File: src/rtl/cdb_arbiter_pkg.sv
// Shared CDB definitions: ROB tag width, default unit count and the broadcast
// payload type seen by the ROB, reservation stations and read-port bypass.
package cdb_arbiter_pkg;

  localparam int unsigned ROB_WIDTH   = 6;
  localparam int unsigned CDB_DATA_W  = 32;
  localparam int unsigned N_CDB_UNITS = 4;
  localparam int unsigned CNT_W       = 16;
  localparam int unsigned STALL_W     = 32;

  // Common data bus broadcast payload
  typedef struct packed {
    logic                  valid;
    logic [ROB_WIDTH-1:0]  tag;
    logic [CDB_DATA_W-1:0] data;
  } cdb_t;

  // Pointer width for an n-way round-robin arbiter (n >= 2)
  function automatic int unsigned rr_ptr_width(input int unsigned n);
    return (n < 2) ? 1 : $clog2(n);
  endfunction

endpackage

File: src/rtl/cdb_arbiter_rr_pick.sv
// rr_pick: purely combinational round-robin picker. Scans req starting at ptr
// and wrapping explicitly at N; returns one-hot grant, its index and a hit flag.
// Shared with the issue-side arbiter.
module rr_pick
  import cdb_arbiter_pkg::*;
#(
  parameter int unsigned N = N_CDB_UNITS,
  localparam int unsigned PTR_W = rr_ptr_width(N)
) (
  input  logic [N-1:0]     req,
  input  logic [PTR_W-1:0] ptr,
  output logic [N-1:0]     grant,
  output logic [PTR_W-1:0] idx,
  output logic             any
);

  localparam int unsigned CAND_W = PTR_W + 1;

  logic [CAND_W-1:0] cand;

  // First requester at or after ptr, wrapping by subtraction rather than modulo
  always_comb begin
    grant = '0;
    idx   = '0;
    any   = 1'b0;
    cand  = '0;
    for (int unsigned k = 0; k < N; k++) begin
      cand = {1'b0, ptr} + CAND_W'(k);
      if (cand >= CAND_W'(N)) begin
        cand = cand - CAND_W'(N);
      end
      if (!any && req[cand[PTR_W-1:0]]) begin
        grant[cand[PTR_W-1:0]] = 1'b1;
        idx                    = cand[PTR_W-1:0];
        any                    = 1'b1;
      end
    end
  end

endmodule

File: src/rtl/cdb_arbiter.sv
// cdb_arbiter: grants one execution unit per cycle (round-robin) and broadcasts
// the granted result on a registered CDB one cycle later.
// Optional build macro CDB_ARBITER_PERF_EN adds stall_cycles and per-unit
// grant_count performance counters (saturating).
module cdb_arbiter
  import cdb_arbiter_pkg::*;
#(
  parameter int unsigned N_UNITS = N_CDB_UNITS
) (
  input  logic                                  clk,
  input  logic                                  rst_n,
  input  logic                                  flush,
  input  logic [N_UNITS-1:0]                    req_valid,
  output logic [N_UNITS-1:0]                    req_ready,
  input  logic [N_UNITS-1:0][ROB_WIDTH-1:0]     req_tag,
  input  logic [N_UNITS-1:0][CDB_DATA_W-1:0]    req_data,
  output cdb_t                                  cdb
`ifdef CDB_ARBITER_PERF_EN
  ,
  output logic [STALL_W-1:0]                    stall_cycles,
  output logic [N_UNITS-1:0][CNT_W-1:0]         grant_count
`endif
);

  localparam int unsigned PTR_W = rr_ptr_width(N_UNITS);

  logic [PTR_W-1:0]   rr_ptr;
  logic [N_UNITS-1:0] pick_grant;
  logic [PTR_W-1:0]   pick_idx;
  logic               pick_any;
  logic               xfer;

  rr_pick #(
    .N (N_UNITS)
  ) u_rr_pick (
    .req   (req_valid),
    .ptr   (rr_ptr),
    .grant (pick_grant),
    .idx   (pick_idx),
    .any   (pick_any)
  );

  // Ready is withheld during flush and while reset is asserted
  always_comb begin
    req_ready = '0;
    xfer      = 1'b0;
    if (rst_n && !flush) begin
      req_ready = pick_grant;
      xfer      = pick_any;
    end
  end

  // Broadcast register and round-robin pointer advance on transfer
  always_ff @(posedge clk or negedge rst_n) begin
    if (!rst_n) begin
      cdb    <= '0;
      rr_ptr <= '0;
    end else if (xfer) begin
      cdb.valid <= 1'b1;
      cdb.tag   <= req_tag[pick_idx];
      cdb.data  <= req_data[pick_idx];
      rr_ptr    <= (pick_idx == PTR_W'(N_UNITS - 1)) ? '0 : pick_idx + PTR_W'(1);
    end else begin
      cdb.valid <= 1'b0;
    end
  end

`ifdef CDB_ARBITER_PERF_EN
  logic any_stall;

  // A cycle stalls when some requester is left waiting outside a flush
  always_comb begin
    any_stall = !flush && (|(req_valid & ~req_ready));
  end

  // Saturating stall-cycle counter
  always_ff @(posedge clk or negedge rst_n) begin
    if (!rst_n) begin
      stall_cycles <= '0;
    end else if (any_stall && (stall_cycles != '1)) begin
      stall_cycles <= stall_cycles + STALL_W'(1);
    end
  end

  // Saturating per-unit transfer counters
  always_ff @(posedge clk or negedge rst_n) begin
    if (!rst_n) begin
      grant_count <= '0;
    end else begin
      for (int unsigned u = 0; u < N_UNITS; u++) begin
        if (xfer && (pick_idx == PTR_W'(u)) && (grant_count[u] != '1)) begin
          grant_count[u] <= grant_count[u] + CNT_W'(1);
        end
      end
    end
  end
`endif

endmodule

File: config.mk
export PLATFORM = sky130hd
export DESIGN_NAME = cdb_arbiter
export DESIGN_NICKNAME = d
export VERILOG_FILES = /design/src/rtl/cdb_arbiter_pkg.sv /design/src/rtl/cdb_arbiter_rr_pick.sv /design/src/rtl/cdb_arbiter.sv
export SDC_FILE = /design/constraint.sdc
export NUM_CORES = 1
export LEC_CHECK = 0
export ABC_AREA = 1
export CORE_ASPECT_RATIO = 0.8
export CORE_UTILIZATION = 25
export CTS_CLUSTER_DIAMETER = 50
export CTS_CLUSTER_SIZE = 14
export DETAILED_ROUTE_END_ITERATION = 7
export GPL_ROUTABILITY_DRIVEN = 0
export PLACE_DENSITY = 0.63
export SYNTH_ARGS = -nofsm -noshare
export SYNTH_HDL_FRONTEND = slang
export SYNTH_SLANG_ARGS = --single-unit
File: constraint.sdc
create_clock -name clk -period 3.5 [get_ports clk]
set_clock_uncertainty 0.05 [all_clocks]
set_input_delay 0.35 -clock clk [delete_from_list [all_inputs] [get_ports clk]]
set_output_delay 0.35 -clock clk [all_outputs]
set_load 0.01 [all_outputs]
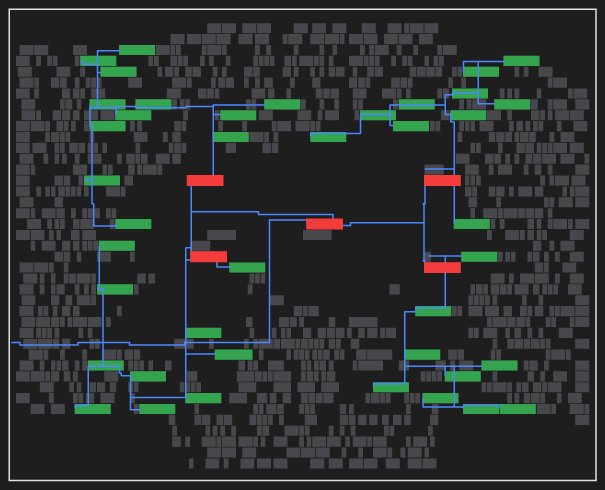
Run 1: clock wires, drivers and flops
Drawn at 4 px/um.
legend:
  clock-net drivers:
    colour: red
    count: 5
  clock wires:
    colour: blue
    length: 721 um
  flip-flops:
    colour: green
    count: 41
flops lie: widely spread

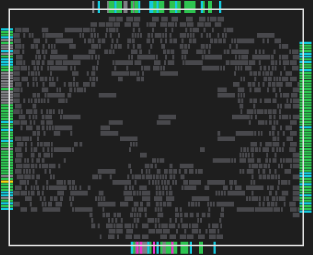
Run 1: I/O pins on the die edge
Drawn at 2 px/um. Pins as bars across the die edge, other pins in grey.
legend:
  `req_data`:
    colour: green
    pins: 128
    direction: input
    edge: 51 east, 35 west, 28 north, 14 south
  `rst_n`:
    colour: yellow
    pins: 1
    direction: input
    edge: west
  `cdb`:
    colour: cyan
    pins: 39
    direction: output
    edge: 13 west, 12 east, 9 north, 5 south
  `req_ready`:
    colour: magenta
    pins: 4
    direction: output
    edge: south
all pins by edge: 67 west, 63 east, 42 north, 30 south

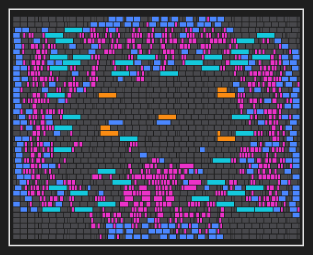
Run 1: cell classes on the final placement
Drawn at 2 px/um. Fill, decap, tap and diode cells in grey.
legend:
  remaining buffers and delay cells:
    colour: blue
    cells: 212
    share_of_their_area: 34%
  remaining logic cells:
    colour: magenta
    cells: 634
    share_of_their_area: 46%
  clock drivers and dummy loads:
    colour: orange
    cells: 8
    share_of_their_area: 2.6%
  registers:
    colour: cyan
    cells: 41
    share_of_their_area: 17%

==> notes.md, run 1 <==
flow finished, numbers: Cell area leaders dfrtp_1 25%, nand2_1 23%, inv_1 15%, initial antenna violation count 0, largest family of logic cells by area simple AND/OR/NAND/NOR gates, Seq. pwr 862 uW, Root Buffer Master clkbuf_16, Layout fillers about 1700, setup violators final 0, HP Class in2async, Synth mux share 0%, first-pass GRT wire length about 24000 um, largest class multi-input combinational cells, initial DRC count around 220, Die X 146 um, CP top delay family buffers and inverters, most frequent logic cell in the layout nand2_1, Log Warnings 32, Overall Power roughly 6200 uW, Post-Syn Nets between 800 and 900, post-cts resize count 0, Syn Area/Cell roughly 5.8 um2, clk sinks 41, routed via count 5005, count leader, synth nand2_1, Peak supply drop 0.000593 V, Ys Warns 0, most frequent cells in the layout 258 x nand2_1, 200 x clkdlybuf4s50_1, 169 x inv_1, gr usage total between 15 and 20%, Flop pwr share approximately 14%, Non-clk bufs 212, Clock transition at path regs approximately 60 ps, Cell Int Power about 2900 uW, CTS Buf Count 5, Reg2Reg Capture Point cdb[5]$_DFFE_PN0P_, flop share of the area approximately 16%, cts-stage hold buffer count 0, DP Area 6270 um2, Leak approximately 0.0035 uW, Finished Cell Area 6430 um2, Max-cap violations 0, cell depth of the worst setup path 10, xor/xnor share less than 1%, CP Cell Sequence inv_1 > ha_1 > inv_1 > nand3_1 > nand2_1 > nand4_1 > o2111ai_1 > nand2_1 > inv_1 > clkdlybuf4s50_1, critical path's largest stage delay 530 ps, status complete, no violations, die height between 100 and 150 um, DP Wirelength 10000 um, Post-synth EDFFs 0, combinational power share a little under 80%, WP data required around 3100 ps, register area roughly 1000 um2, Critical Path Most Common Cell inv_1, setup slack, reg-to-reg approximately 500 ps, area of the mapped netlist 4160 um2, NumNets Final roughly 1100, fmax around 310 MHz, Non-Filler Instances 1110, crit path to req_ready[3], Final Hold Fails 0, yosys simple share between 40% and 50%, Final Cycle Share between 90% and 100%, R2R Path Start rr_ptr[1]$_DFFE_PN0P_, largest net degree at the start of global routing 77, DRC violations left 0, flip-flop and latch count roughly 41, Top cell area share roughly 25%, sequential fraction of the synthesis area 24.6%, combinational share of cell area between 30% and 40%, Synth Area in Adders ~2.1%, crit-path max FO 9, max-slew violations 0, share of cells above drive strength 1 3.91%, Yosys Chip Area approximately 4200 um2, Cell Count Post-Placement 1102, Slew headroom 43.4%, crit path from rr_ptr[1]$_DFFE_PN0P_, logic area about 2200 um2, antenna cells 0, inverter count ~170, worst path arrival time roughly 2800 ps, post-synth top area cell dfrtp_1, Detail Route Antenna Nets 0, Tap Count 215, Buf+Inv Stages, Crit Path 4, CTS H-tree depth 2, number of buffers added on ports around 200, vias in the first global route 4836, Synth async-reset ratio 100%, Cells after Synth around 720, DRT Wirelength 14600 um, # IOs between 200 and 250, Switch Pwr between 3000 and 4000 uW, vias per cell 4.51, crit path capture type output port, die area approximately 17000 um2, Area Overhead vs Synth 54.4%, TritonRoute pass-1 iters 5, Power Clock 491 uW, P_comb between 4000 and 5000 uW, Worst Reg-to-Reg Cells 13, wire length per cell roughly 13 um, Slowest cell on crit path dfrtp_1, Combinational Gates 461, Latency at later pin approximately 280 ps, post-synthesis compound-gate area fraction ~1.7%, core region area approximately 16000 um2, Flops after synth ~41, main flop type dfrtp_1, Distinct lib cells used 26, Hold Worst Slack between 100 and 150 ps, Clock buf/inv share 2.45%, grt ovf 0, sw frac between 50% and 60%, row cnt 41, Initial Utilization about a quarter, Clock Buffer Count 7, largest power group combinational logic, yosys cell count a little over 700, Startpoint Class flop, RSZ-0062 raised after global routing no, worst setup path class reg2out, min Tclk post-route roughly 3200 ps, Clock Path Buffers 2, pwr dens slightly below 1000 nW/um2, Worst-Margin Slew between 800 and 900 ps, # Post-CTS Setup Buffers 0, Clock Power Share approximately 7.9%, setup TNS 0 ps, commonest cells in the netlist 259 x nand2_1, 170 x inv_1, 90 x nand3_1, CTS tree done, Non-clock buffer share around 33%
## run 1: state kept, by name, indices dropped and copies added (netlist names)
name	cells
rr_ptr	2
cdb	39
## run 1: layer usage
| metal | wire (um) | vias up | GRT usage [%] |
|---|---|---|---|
| li1 | - | 2570 | - |
| met1 | 6800 | 2213 | 23.4 |
| met2 | 6340 | 215 | 28.2 |
| met3 | 1410 | 7 | 5.25 |
| met4 | 67 | 0 | 2.80 |
| met5 | 0 | - | 0 |
## run 1: per-stage QoR
stage                     utilization, %  worst slack, ps
after global placement              39.2              563
final                               40.2              263
after floorplan                        -             1290
after detailed placement            39.2              522
after global routing                40.2             67.1
after CTS                           40.2              204
## Run 2: what changed since run 1
--- a/config.mk
+++ b/config.mk
@@ -6,6 +6,7 @@
 export NUM_CORES = 1
 export LEC_CHECK = 0
 export ABC_AREA = 1
+export ABC_CLOCK_PERIOD_IN_PS = 4100
 export CORE_ASPECT_RATIO = 0.8
 export CORE_UTILIZATION = 25
 export CTS_CLUSTER_DIAMETER = 50
==> constraint.sdc (replaced) <==
create_clock -name clk -period 4.1 [get_ports clk]
set_clock_uncertainty 0.05 [all_clocks]
set_input_delay 0.41 -clock clk [delete_from_list [all_inputs] [get_ports clk]]
set_output_delay 0.41 -clock clk [all_outputs]
set_load 0.01 [all_outputs]
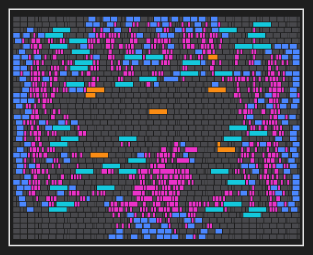
Run 2: cell classes on the final placement
Drawn at 2 px/um. Fill, decap, tap and diode cells in grey.
legend:
  remaining buffers and delay cells:
    colour: blue
    cells: 210
    share_of_their_area: 34%
  clock drivers and dummy loads:
    colour: orange
    cells: 8
    share_of_their_area: 2.6%
  remaining logic cells:
    colour: magenta
    cells: 634
    share_of_their_area: 47%
  registers:
    colour: cyan
    cells: 41
    share_of_their_area: 17%

==> run 2 against run 1 <==
Total power is 16% lower. Largest power group unchanged. Non-clock buffer count is 2 lower. First-iteration DRC count is 1.4% higher. Design area is 0.45% lower. Critical endpoint unchanged. Synthesized area stayed put.
==> notes.md, run 2 <==
flow finished, numbers: DRC violations left 0, Max-cap violations 0, Overall Power roughly 5200 uW, Clock Path Buffers 2, cell depth of the worst setup path 10, core region area around 16000 um2, wire length per cell ~14 um, Peak supply drop approximately 0.00059 V, GR Util met1 between 20% and 30%, Reg2Reg Capture Point cdb[11]$_DFFE_PN0P_, logic area ~2200 um2, Flop pwr share ~14%, worst slack at placement roughly 900 ps, most frequent logic cell in the layout nand2_1, Detail Route Antenna Nets 0, largest net degree at the start of global routing 77, post-cts resize count 0, WP data required between 3000 and 4000 ps, Initial Utilization between 20% and 30%, initial antenna violation count 0, Startpoint Class flop, Power Clock between 400 and 500 uW, die area between 15000 and 20000 um2, number of buffers added on ports roughly 200, Area Overhead vs Synth 53.8%, Switch Pwr between 2000 and 3000 uW, crit path to req_ready[3], Cell Count Post-Placement 1100, vias in the first global route 4975, xor/xnor share less than 1%, Clock transition at path regs ~60 ps, routed via count approximately 5000, first-pass GRT wire length ~25000 um, largest family of logic cells by area simple AND/OR/NAND/NOR gates, critical path's largest stage delay 640 ps, Slowest cell on crit path dfrtp_1, Syn Area/Cell around 5.8 um2, Clock Power Share roughly 8.0%, Worst Setup Slack, final 725 ps, gr usage total 18.2%, CTS tree done, commonest cells in the netlist 259 x nand2_1, 170 x inv_1, 90 x nand3_1, count leader, synth nand2_1, DR WL met3 1450 um, register area 1030 um2, met2 usage 29.4%, CP top delay family buffers and inverters, HP Class in2async, CP Cell Sequence inv_4 > ha_1 > inv_1 > nand3_1 > nand2_1 > nand4_1 > o2111ai_1 > nand2_1 > inv_1 > clkdlybuf4s50_1, Die X 146 um, sequential fraction of the synthesis area 24.6%, status complete, no violations, row cnt ~41, worst setup path class reg2out, vias per cell roughly 4.6, combinational power share 77.9%, setup violators final 0, Layout fillers around 1700, # Post-CTS Setup Buffers 0, Log Warnings 32, R2R Path Start rr_ptr[0]$_DFFE_PN0P_, sw frac between 50% and 60%, Non-Filler Instances 1108, Cell area leaders dfrtp_1 25%, nand2_1 23%, inv_1 15%, DP Wirelength between 10000 and 15000 um, pwr dens roughly 800 nW/um2, largest power group combinational logic, RSZ-0062 raised after global routing no, Slew headroom between 40% and 50%, initial DRC count between 200 and 250, CTS H-tree depth 2, TritonRoute pass-1 iters 4, Distinct lib cells used 26, met3 usage around 5%, Worst-Margin Slew between 800 and 900 ps, # IOs ~200, max FFs per register 39, Synth mux share 0%, Cell Int Power 2360 uW, cts-stage hold buffer count 0, post-synthesis compound-gate area fraction around 1.7%, Post-synth EDFFs 0, antenna cells 0, Top Registers cdb (39), rr_ptr (2), crit path capture type output port, fmax 296 MHz, max-slew violations 0, Post-Syn Nets 890, Ys Warns 0, setup TNS 0 ps, Final Cycle Share around 80%, area of the mapped netlist 4160 um2, wire length on met1 between 6000 and 7000 um, Final Hold Fails 0, Synth async-reset ratio 100%, crit-path max FO 13, Seq. pwr approximately 740 uW, P_comb 4080 uW, Flops after synth 41, Root Buffer Master clkbuf_16, Top reg by flops cdb, Cells after Synth 724, DRT Wirelength around 15000 um, yosys cell count roughly 720, main flop type dfrtp_1, Buf+Inv Stages, Crit Path 4, die height between 100 and 150 um, clk sinks approximately 41, highest routed metal layer met4, grt ovf 0, Worst Reg-to-Reg Cells 14
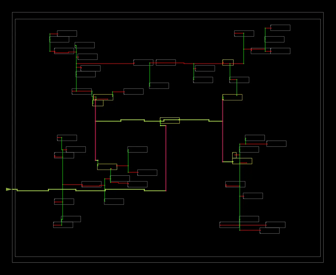
Run 2: the clock network
Clock Buffer Count: 7
flip-flop and latch count: 41
CTS Buf Count: 5
Latency at later pin: 280 ps

[run 2: cell families after synthesis]
kind of cell    count (synthesis)
compound gates                 11
xor+xnor                        1
fa+ha+maj                       7
buf+inv                       222
flops                          41
simple gates                  442
[run 2: per-stage QoR]
step | hold slack (ps) | utilization, % | instance area (um2)
2_1_floorplan | 64.4 | - | 4160
3_3_place_gp | 410 | 39.0 | 6240
3_5_place_dp | 414 | 39.0 | 6240
4_1_cts | 194 | 40.0 | 6400
5_1_grt | 232 | 40.0 | 6400
6_report | 188 | 40.0 | 6400
[run 2: final cells by class]
class / count / area share, %
inverter: 173 / 10.2
timing repair buffer: 210 / 32.6
sequential: 41 / 16.0
clock buffer: 7 / 2.38
tap: 215 / 4.20
multi-input combinational: 461 / 34.5
clock inverter: 1 / 0.0782
## Run 3: what changed since run 2
--- a/config.mk
+++ b/config.mk
@@ -6,14 +6,14 @@
 export NUM_CORES = 1
 export LEC_CHECK = 0
 export ABC_AREA = 1
-export ABC_CLOCK_PERIOD_IN_PS = 4100
+export ABC_CLOCK_PERIOD_IN_PS = 3000
 export CORE_ASPECT_RATIO = 0.8
 export CORE_UTILIZATION = 25
 export CTS_CLUSTER_DIAMETER = 50
 export CTS_CLUSTER_SIZE = 14
 export DETAILED_ROUTE_END_ITERATION = 7
 export GPL_ROUTABILITY_DRIVEN = 0
-export PLACE_DENSITY = 0.63
+export PLACE_DENSITY = 0.65
 export SYNTH_ARGS = -nofsm -noshare
 export SYNTH_HDL_FRONTEND = slang
 export SYNTH_SLANG_ARGS = --single-unit
==> constraint.sdc (replaced) <==
create_clock -name clk -period 3 [get_ports clk]
set_clock_uncertainty 0.05 [all_clocks]
set_input_delay 0.3 -clock clk [delete_from_list [all_inputs] [get_ports clk]]
set_output_delay 0.3 -clock clk [all_outputs]
set_load 0.01 [all_outputs]
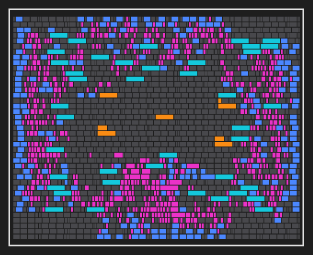
Run 3: cell classes on the final placement
Drawn at 2 px/um. Fill, decap, tap and diode cells in grey.
legend:
  remaining buffers and delay cells:
    colour: blue
    cells: 217
    share_of_their_area: 34%
  registers:
    colour: cyan
    cells: 41
    share_of_their_area: 17%
  remaining logic cells:
    colour: magenta
    cells: 634
    share_of_their_area: 46%
  clock drivers and dummy loads:
    colour: orange
    cells: 8
    share_of_their_area: 2.5%

==> run 3 against run 2 <==
Non-clock buffer count up 7. Routed wire length down 0.11%. Highest routed layer unchanged. Sequential share of layout area shrank 0.18 points. Sequential power up 31%. Global-route usage is 0.24 points lower. Synthesized area unchanged. Critical endpoint unchanged. Core utilization up 0.45 points. Register-to-register slack worse by 460 ps. Total power grew 40%. Flip-flop count unchanged.
==> notes.md, run 3 <==
flow finished, numbers: initial antenna violation count 0, clk sinks roughly 40, Startpoint Class flop, NumNets Final 1065, Leak between 0.003 and 0.004 uW, DRT Wirelength between 15000 and 20000 um, share of cells above drive strength 1 approximately 4.7%, Cells after Synth between 700 and 800, count leader, synth nand2_1, WP data required 2650 ps, Top reg by flops cdb, Initial Utilization a little over a quarter, combinational power share around four fifths, DP Area 6300 um2, Ys Warns 0, commonest cells in the netlist 259 x nand2_1, 170 x inv_1, 90 x nand3_1, routed via count 5033, Worst Setup Slack, final approximately 140 ps, area of the mapped netlist approximately 4200 um2, Die X 146 um, Clock Path Buffers 2, post-cts resize count 0, DRC violations left 0, xor/xnor share 0.210%, RSZ-0062 raised after global routing no, Flops after synth slightly above 40, HP Class in2async, fmax approximately 350 MHz, Worst-Margin Slew between 800 and 900 ps, wire length per cell around 14 um, Latency at later pin 280 ps, Log Warnings 32, core region area roughly 16000 um2, critical path's largest stage delay 520 ps, initial DRC count between 300 and 400, Slew headroom approximately 46%, P_comb between 5000 and 6000 uW, worst slack at placement 338 ps, Cell area leaders dfrtp_1 25%, nand2_1 23%, inv_1 15%, CP Cell Sequence inv_4 > ha_4 > inv_1 > nand3_1 > nand2_1 > nand4_1 > o2111ai_2 > nand2_1 > inv_1 > clkdlybuf4s50_1, Clock Power Share under 10%, Overall Power 7320 uW, CP top delay family buffers and inverters, die area between 15000 and 20000 um2, Clock transition at path regs 70 ps, largest power group combinational logic, worst setup path class reg2out, vias in the first global route 4881, Post-synth EDFFs 0, crit path to req_ready[3], Top Registers cdb (39), rr_ptr (2), Slowest cell on crit path clkdlybuf4s50_1, Peak supply drop 0.00108 V, grt ovf 0, Hold Worst Slack between 60 and 70 ps, Yosys Chip Area between 4000 and 5000 um2, most frequent cells in the layout 258 x nand2_1, 200 x clkdlybuf4s50_1, 168 x inv_1, Finished Cell Area about 6500 um2, Cell Int Power between 3000 and 4000 uW, CTS Buf Count 5, Root Buffer Master clkbuf_16, Synth mux share 0%, sw frac around 54%, number of buffers added on ports 201, status complete, no violations, cts-stage hold buffer count 0, Seq. pwr between 900 and 1000 uW, Synth async-reset ratio 100%, cell depth of the worst setup path 10, crit-path max FO 12, CTS H-tree depth 2
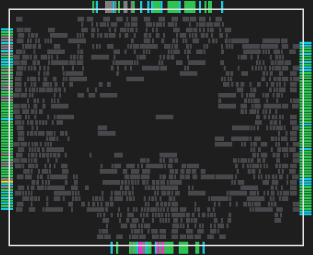
Run 3: I/O pins on the die edge
Drawn at 2 px/um. Pins as bars across the die edge, other pins in grey.
legend:
  `req_ready`:
    colour: magenta
    pins: 4
    direction: output
    edge: south
  `req_data`:
    colour: green
    pins: 128
    direction: input
    edge: 51 east, 37 west, 22 north, 18 south
  `rst_n`:
    colour: yellow
    pins: 1
    direction: input
    edge: west
  `cdb`:
    colour: cyan
    pins: 39
    direction: output
    edge: 13 east, 12 west, 9 north, 5 south
all pins by edge: 67 west, 64 east, 39 north, 32 south

[run 3: netlist changes by cell type in the layout (fill, tap and decap cells not counted), sizes merged]
cell and change:
buf +7
[run 3: per-layer routing]
| metal | GRT usage [%] | vias to the layer above | wire (um) |
|---|---|---|---|
| met3 | 4.90 | 12 | 1410 |
| met4 | 3.19 | 0 | 144 |
| met1 | 23.7 | 2235 | 6910 |
| li1 | - | 2581 | - |
| met2 | 29.3 | 205 | 6710 |
| met5 | 0 | - | 0 |
[run 3: layout make-up]
type	count	area [um2]	area share [%]
Multi-Input combinational cell	461	2230	34.4
Timing Repair Buffer	217	2140	33.0
Sequential cell	41	1030	15.8
Inverter	173	652	10.1
Tap cell	215	269	4.16
Clock buffer	7	153	2.36
Clock inverter	1	5.00	0.0773
Power and IR drop assume default switching activity.
